File: config.mk
export PLATFORM = sky130hd
export DESIGN_NAME = ysyx_23060072_wb_arbiter
export DESIGN_NICKNAME = d
export VERILOG_FILES = /design/src/rtl/ysyx_23060072_wb_arbiter.sv
export SDC_FILE = /design/constraint.sdc
export NUM_CORES = 1
export LEC_CHECK = 0
export CAP_MARGIN = 10
export CORE_MARGIN = 2
export CORE_UTILIZATION = 35
export CTS_CLUSTER_DIAMETER = 80
export DETAILED_ROUTE_END_ITERATION = 8
export HOLD_SLACK_MARGIN = 0.08
export PLACE_DENSITY = 0.62
export SETUP_SLACK_MARGIN = 0.2
export SYNTH_ARGS = -nofsm -noshare
export SYNTH_HDL_FRONTEND = slang
export SYNTH_SLANG_ARGS = --single-unit
export TNS_END_PERCENT = 100
File: constraint.sdc
create_clock -name clk -period 1.6 [get_ports clk]
set_input_delay 0.32 -clock clk [delete_from_list [all_inputs] [get_ports clk]]
set_output_delay 0.32 -clock clk [all_outputs]
set_load 0.005 [all_outputs]
File: src/rtl/ysyx_23060072_wb_arbiter.sv
// Three-requester register-file writeback arbiter with one holding entry per port.
// Optional starvation protection is enabled by defining WB_ARB_AGING_EN.
module ysyx_23060072_wb_arbiter #(
    parameter int AGE_LIMIT = 4
) (
    input  logic        clk,
    input  logic        rst_n,

    input  logic        pipe_valid_i,
    output logic        pipe_ready_o,
    input  logic [4:0]  pipe_addr_i,
    input  logic [31:0] pipe_data_i,

    input  logic        lsu_valid_i,
    output logic        lsu_ready_o,
    input  logic [4:0]  lsu_addr_i,
    input  logic [31:0] lsu_data_i,

    input  logic        mdu_valid_i,
    output logic        mdu_ready_o,
    input  logic [4:0]  mdu_addr_i,
    input  logic [31:0] mdu_data_i,

    output logic        wb_flag_o,
    output logic [4:0]  wb_addr_o,
    output logic [31:0] wb_data_o,
    output logic        wb_pending_o
);

    // Entry index doubles as fixed priority: 0 = pipe, 1 = lsu, 2 = mdu (highest).
    localparam int N = 3;

    logic [N-1:0] valid;
    logic [N-1:0] ready;
    logic [N-1:0] load;
    logic [N-1:0] grant;
    logic [N-1:0] cand;
    logic [4:0]   in_addr [N];
    logic [31:0]  in_data [N];

    logic [N-1:0] full_q, full_d;
    logic [4:0]   addr_q [N];
    logic [4:0]   addr_d [N];
    logic [31:0]  data_q [N];
    logic [31:0]  data_d [N];

    logic         wb_flag_q, wb_flag_d;
    logic [4:0]   wb_addr_q, wb_addr_d;
    logic [31:0]  wb_data_q, wb_data_d;
    logic         pending_q;

    assign valid      = {mdu_valid_i, lsu_valid_i, pipe_valid_i};
    assign in_addr[0] = pipe_addr_i;
    assign in_addr[1] = lsu_addr_i;
    assign in_addr[2] = mdu_addr_i;
    assign in_data[0] = pipe_data_i;
    assign in_data[1] = lsu_data_i;
    assign in_data[2] = mdu_data_i;

    assign pipe_ready_o = ready[0];
    assign lsu_ready_o  = ready[1];
    assign mdu_ready_o  = ready[2];

`ifdef WB_ARB_AGING_EN
    localparam logic [2:0] AGE_LIM = 3'(AGE_LIMIT);

    logic [2:0]   age_q [N];
    logic [2:0]   age_d [N];
    logic [N-1:0] promoted;
`else
    logic [2:0]   unused_age_limit;
    assign unused_age_limit = 3'(AGE_LIMIT);
`endif

    // Grant depends only on registered state, so ready never combinationally follows valid.
    always_comb begin
        cand = full_q;
`ifdef WB_ARB_AGING_EN
        if (|promoted) begin
            cand = promoted;
        end
`endif
        grant = '0;
        if (cand[2]) begin
            grant = 3'b100;
        end else if (cand[1]) begin
            grant = 3'b010;
        end else if (cand[0]) begin
            grant = 3'b001;
        end
    end

    genvar gi;
    generate
        for (gi = 0; gi < N; gi++) begin : g_entry
            assign ready[gi]  = ~full_q[gi] | grant[gi];
            assign load[gi]   = valid[gi] & ready[gi];
            assign full_d[gi] = load[gi] | (full_q[gi] & ~grant[gi]);
            assign addr_d[gi] = load[gi] ? in_addr[gi] : addr_q[gi];
            assign data_d[gi] = load[gi] ? in_data[gi] : data_q[gi];
`ifdef WB_ARB_AGING_EN
            assign promoted[gi] = full_q[gi] && (age_q[gi] >= AGE_LIM);
            assign age_d[gi] = (load[gi] || grant[gi]) ? 3'd0 :
                               (full_q[gi] && age_q[gi] != 3'd7) ? age_q[gi] + 3'd1 :
                               age_q[gi];
`endif
        end
    endgenerate

    // A granted x0 entry is drained but never raises the write enable.
    always_comb begin
        wb_flag_d = 1'b0;
        wb_addr_d = wb_addr_q;
        wb_data_d = wb_data_q;
        for (int i = 0; i < N; i++) begin
            if (grant[i]) begin
                wb_flag_d = (addr_q[i] != 5'd0);
                wb_addr_d = addr_q[i];
                wb_data_d = data_q[i];
            end
        end
    end

    always_ff @(posedge clk or negedge rst_n) begin
        if (!rst_n) begin
            full_q    <= '0;
            wb_flag_q <= 1'b0;
            wb_addr_q <= 5'd0;
            wb_data_q <= 32'd0;
            pending_q <= 1'b0;
            for (int i = 0; i < N; i++) begin
                addr_q[i] <= 5'd0;
                data_q[i] <= 32'd0;
            end
        end else begin
            full_q    <= full_d;
            wb_flag_q <= wb_flag_d;
            wb_addr_q <= wb_addr_d;
            wb_data_q <= wb_data_d;
            pending_q <= |full_d;
            for (int i = 0; i < N; i++) begin
                addr_q[i] <= addr_d[i];
                data_q[i] <= data_d[i];
            end
        end
    end

`ifdef WB_ARB_AGING_EN
    always_ff @(posedge clk or negedge rst_n) begin
        if (!rst_n) begin
            for (int i = 0; i < N; i++) begin
                age_q[i] <= 3'd0;
            end
        end else begin
            for (int i = 0; i < N; i++) begin
                age_q[i] <= age_d[i];
            end
        end
    end
`endif

    assign wb_flag_o    = wb_flag_q;
    assign wb_addr_o    = wb_addr_q;
    assign wb_data_o    = wb_data_q;
    assign wb_pending_o = pending_q;

endmodule
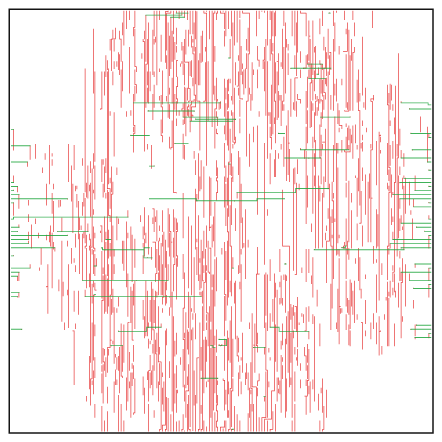
wires.png
(3 px per um) Two of the layers only.
color	layer	wire length
green	metal 3	792 um
red	metal 2	9830 um
via count: 4713
gr usage total: 18.5%

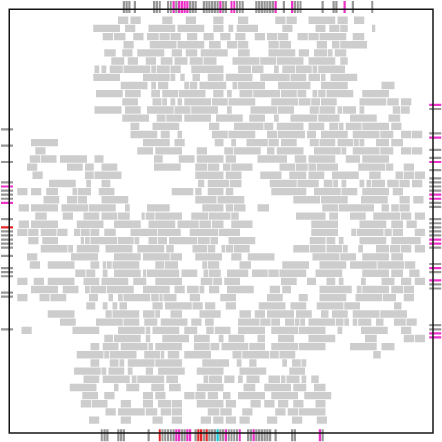
io_placement.png
(3 px per um) Pins as bars across the die edge, other pins in gray.
color	port	pins	direction	edge
cyan	`lsu_valid_i`	1	input	south
magenta	`mdu_data_i`	32	input	11 north, 11 east, 8 south, 2 west
red	`mdu_addr_i`	5	input	4 south, 1 west
all pins by edge	51 north, 50 south, 34 east, 23 west
Die X: 141 um
Die Y: 141 um
I/O Buffers: 156

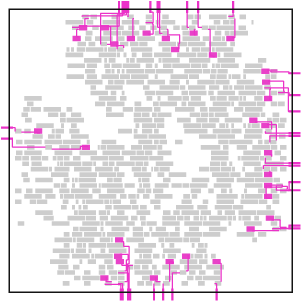
io_fan.png
(2 px per um)
color	port	direction	edge	end cells	buffers	wire
magenta	`mdu_data_i`	input	11 north, 11 east, 8 south, 2 west	32	32	720 um
num ports: 158

==> qor.yml <==
setup.worst_path.start_class: "flip-flop"
power.share.clock_pct: 37.2
syn_area_sq_um: 6550
r2r-end: "data_q[39]$_DFFE_PN0P_"
clockBufferDepth: 2
min_delay_path_depth: 2
grt_pass1_vias: 5007
grt_pass1_wl_mm: 27.9
yosys_warnings: 0
slowest_delay_ps: 450
synth-edff-count: 0
syn_inst: 473
largest_area_cell: "dfrtp_1"
drv_cap: 0
cpMaxStageDelayCell: "dfrtp_2"
place_inst: 850
rows: 50
status: "finished, final reports clean"
endpoint_kind: "flip-flop"
seq_power_share_pct: 42.3
layout_top_cell: "dfrtp_1"
[area by class of cell]
| type | count | area, sq um | share of cell area [%] |
|---|---|---|---|
| Antenna cell | 1 | 2.50 | 0.0243 |
| Clock buffer | 19 | 443 | 4.30 |
| Clock inverter | 13 | 190 | 1.84 |
| Inverter | 2 | 7.51 | 0.0728 |
| Multi-Input combinational cell | 281 | 2900 | 28.1 |
| Sequential cell | 153 | 3830 | 37.2 |
| Tap cell | 234 | 293 | 2.84 |
| Timing Repair Buffer | 233 | 2650 | 25.7 |
[cell families after synthesis]
logic type             after synthesis  share of synthesized area, %
muxes                              109                          20.4
DFF                                153                          58.5
AOI/OAI and AO/OA                  114                          10.4
buffers and inverters               39                          3.76
and+or+nand+nor                     57                          6.92
other                                1                        0.0573
